File: config.mk
export PLATFORM = sky130hd
export DESIGN_NAME = trigger_conditioner_ls7212
export DESIGN_NICKNAME = d
export VERILOG_FILES = /design/src/rtl/ls7212_pkg.sv /design/src/rtl/sync_2ff.sv /design/src/rtl/trigger_conditioner_ls7212.sv
export SDC_FILE = /design/constraint.sdc
export NUM_CORES = 1
export LEC_CHECK = 0
export ABC_AREA = 0
export CORE_AREA = 2 2 46 56
export DETAILED_ROUTE_END_ITERATION = 10
export DIE_AREA = 0 0 48 58
export GPL_TIMING_DRIVEN = 0
export PLACE_DENSITY = 0.7
export SYNTH_ARGS = -nofsm -noshare
export SYNTH_HDL_FRONTEND = slang
export SYNTH_SLANG_ARGS = --single-unit
File: constraint.sdc
create_clock -name clk -period 1.44 [get_ports clk]
set_input_delay 0.144 -clock clk [delete_from_list [all_inputs] [get_ports clk]]
set_output_delay 0.144 -clock clk [all_outputs]
set_load 0.02 [all_outputs]
File: src/rtl/ls7212_pkg.sv
// Shared definitions for the LS7212 delay-timer front end: bus widths,
// mode encodings and the trigger debounce state machine encoding.
package ls7212_pkg;

    localparam int WB_W_DEFAULT = 8;

    localparam logic [1:0] MODE_ONE_SHOT    = 2'b00;
    localparam logic [1:0] MODE_DLY_OPERATE = 2'b01;
    localparam logic [1:0] MODE_DLY_RELEASE = 2'b10;
    localparam logic [1:0] MODE_DLY_DUAL    = 2'b11;

    // Bit 1 of the encoding is the accepted trigger level.
    typedef enum logic [1:0] {
        STABLE_LOW  = 2'b00,
        QUAL_HIGH   = 2'b01,
        STABLE_HIGH = 2'b10,
        QUAL_LOW    = 2'b11
    } trig_state_t;

endpackage

File: src/rtl/sync_2ff.sv
// Single-bit two-flop synchroniser with asynchronous active-high reset.
module sync_2ff (
    input  logic clk,
    input  logic reset,
    input  logic d,
    output logic q
);

    logic s1_reg;
    logic s2_reg;

    always_ff @(posedge clk or posedge reset) begin
        if (reset) begin
            s1_reg <= 1'b0;
            s2_reg <= 1'b0;
        end else begin
            s1_reg <= d;
            s2_reg <= s1_reg;
        end
    end

    assign q = s2_reg;

endmodule

File: src/rtl/trigger_conditioner_ls7212.sv
// Synchronises and debounces the raw trigger pin, emits rise/fall strobes and
// snapshots the weighting and mode bits on every accepted edge.
module trigger_conditioner_ls7212
    import ls7212_pkg::*;
#(
    parameter int DEBOUNCE_CYCLES = 16,
    parameter int WB_W            = WB_W_DEFAULT
) (
    input  logic            clk,
    input  logic            reset,
    input  logic            trigger_raw,
    input  logic [WB_W-1:0] wb_in,
    input  logic            mode_a_in,
    input  logic            mode_b_in,
    output logic            trigger_out,
    output logic            trig_rise,
    output logic            trig_fall,
    output logic [WB_W-1:0] wb_latched,
    output logic [1:0]      mode_latched,
    output logic            cfg_valid
);

    localparam int CW = $clog2(DEBOUNCE_CYCLES + 1);
    localparam logic [CW-1:0] LAST_COUNT = CW'(DEBOUNCE_CYCLES - 1);

    logic            trig_sync;
    trig_state_t     state_reg, state_next;
    logic [CW-1:0]   count_reg, count_next;
    logic            rise_reg, rise_next;
    logic            fall_reg, fall_next;
    logic [WB_W-1:0] wb_reg, wb_next;
    logic [1:0]      mode_reg, mode_next;
    logic            cfg_reg, cfg_next;
    logic            level;

    sync_2ff u_sync (
        .clk   (clk),
        .reset (reset),
        .d     (trigger_raw),
        .q     (trig_sync)
    );

    assign level = (state_reg == STABLE_HIGH) || (state_reg == QUAL_LOW);

    always_ff @(posedge clk or posedge reset) begin
        if (reset) begin
            state_reg <= STABLE_LOW;
            count_reg <= '0;
            rise_reg  <= 1'b0;
            fall_reg  <= 1'b0;
            wb_reg    <= '0;
            mode_reg  <= 2'b00;
            cfg_reg   <= 1'b0;
        end else begin
            state_reg <= state_next;
            count_reg <= count_next;
            rise_reg  <= rise_next;
            fall_reg  <= fall_next;
            wb_reg    <= wb_next;
            mode_reg  <= mode_next;
            cfg_reg   <= cfg_next;
        end
    end

    always_comb begin
        state_next = state_reg;
        count_next = count_reg;
        rise_next  = 1'b0;
        fall_next  = 1'b0;
        wb_next    = wb_reg;
        mode_next  = mode_reg;
        cfg_next   = cfg_reg;

        if (trig_sync == level) begin
            // Input agrees with the accepted level: any qualification is abandoned.
            state_next = level ? STABLE_HIGH : STABLE_LOW;
            count_next = '0;
        end else if (count_reg == LAST_COUNT) begin
            state_next = trig_sync ? STABLE_HIGH : STABLE_LOW;
            count_next = '0;
            rise_next  = trig_sync;
            fall_next  = ~trig_sync;
            wb_next    = wb_in;
            mode_next  = {mode_a_in, mode_b_in};
            cfg_next   = 1'b1;
        end else begin
            state_next = trig_sync ? QUAL_HIGH : QUAL_LOW;
            count_next = count_reg + 1'b1;
        end
    end

    assign trigger_out  = level;
    assign trig_rise    = rise_reg;
    assign trig_fall    = fall_reg;
    assign wb_latched   = wb_reg;
    assign mode_latched = mode_reg;
    assign cfg_valid    = cfg_reg;

endmodule
Fig. 1: placed cells, one color a class
(4 px per um)
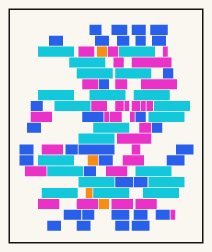
legend:
  clock drivers and dummy loads:
    color: orange
    cells: 4
    share_of_their_area: 2.2%
  registers:
    color: cyan
    cells: 21
    share_of_their_area: 42%
  remaining logic cells:
    color: magenta
    cells: 30
    share_of_their_area: 27%
  remaining buffers and delay cells:
    color: blue
    cells: 35
    share_of_their_area: 29%
row cnt: 19
sequential share of cell area: 40.62%
post-route cell area: 1294 um2
Core Box Area: 2258 um2
Final Core Density: 57.29%

Fig. 2: pin placement
(6 px per um) Pins as bars across the die edge, other pins in gray.
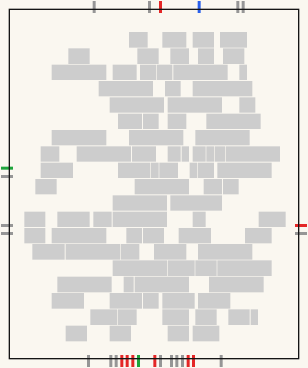
legend:
  wb_latched:
    color: red
    pins: 8
    direction: output
    edge: 6 bottom, 1 right, 1 top
  trigger_out:
    color: blue
    pins: 1
    direction: output
    edge: top
  mode_latched:
    color: green
    pins: 2
    direction: output
    edge: 1 left, 1 bottom
all pins by edge: 15 bottom, 6 top, 4 left, 2 right

==> flow_summary.ini <==
; implementation run metrics
[setup_path]
startpoint = count_reg[1]
rr_worst_depth = 5
path_cells = ha_4 -> nand4b_4 -> nor2_4 -> clkbuf_16 -> mux2_4
arrival_ps = 1640

[sta]
finalHoldViolations = 0
finalWorstSetupSlack_ps = 7.916
relSlewSlack_pct = 49.68
setup-tns-final_ps = 0
fin_skew_ps = 7.220
layout_min_cycle_time_ps = 1432
hold-worst-slack_ps = 248.8
fmax_mhz = 698.3

[place]
numPortBuffers = 26
dp_slack_ps = -137.3

[global_routing]
antenna_found_initial = 0

[routing]
route.detailed.drc = 0
vias = 539

[synthesis]
yosysChipArea_um2 = 842.1
avgSynthCellArea_um2 = 15.89
netlist_top_cells_count = dfrtp_1, mux2_4, nor2_1
flop_cell = dfrtp_1
synth_top_area_share_pct = 62.41
ys_seq_share_pct = 62.41
synthArstFlopShare_pct = 100.0
synthCells = 53

[power_and_ir_drop]
pwr_density_cell_nw_per_um2 = 749.3
comb_power_share_pct = 7.5
switchingPower_w = 0.0002200
sw_frac_of_total_pct = 22.69
top_power_group = sequential cells
power.total_w = 0.0009695

[floorplanning]
chipArea_um2 = 2784
io_pins = 27

[run_status]
status = complete, no violations

[clock_network]
cts-buffers-inserted = 3
cts_root_buf = clkbuf_4
cts_setup_buffers = 5

[hold_path]
min_path_type = input port to asynchronous set/reset pin
cell type report:
class                           count  area [um2]
Inverter                            1       3.754
Fill cell                         182       964.7
Sequential cell                    21       525.5
Clock buffer                        3       22.52
Clock inverter                      1       5.005
Timing Repair Buffer               33       345.3
Buffer                              2       23.77
Tap cell                           31       38.79
Multi-Input combinational cell     29       329.1
cell families after synthesis:
family,synth area share (%)
compound gates,0.7434
xor+xnor,4.161
fa+ha+maj,1.486
buf+inv,2.823
flops,62.41
mux,18.72
simple gates,9.658
per-layer routing:
layer  track usage [%]  up-vias  share of wire, %
met1             16.10      273                43
met4             6.950        0               2.1
li1                  -      252                 -
met2             19.05       11                53
met3             2.804        3               2.1
met5                 0        -                 0
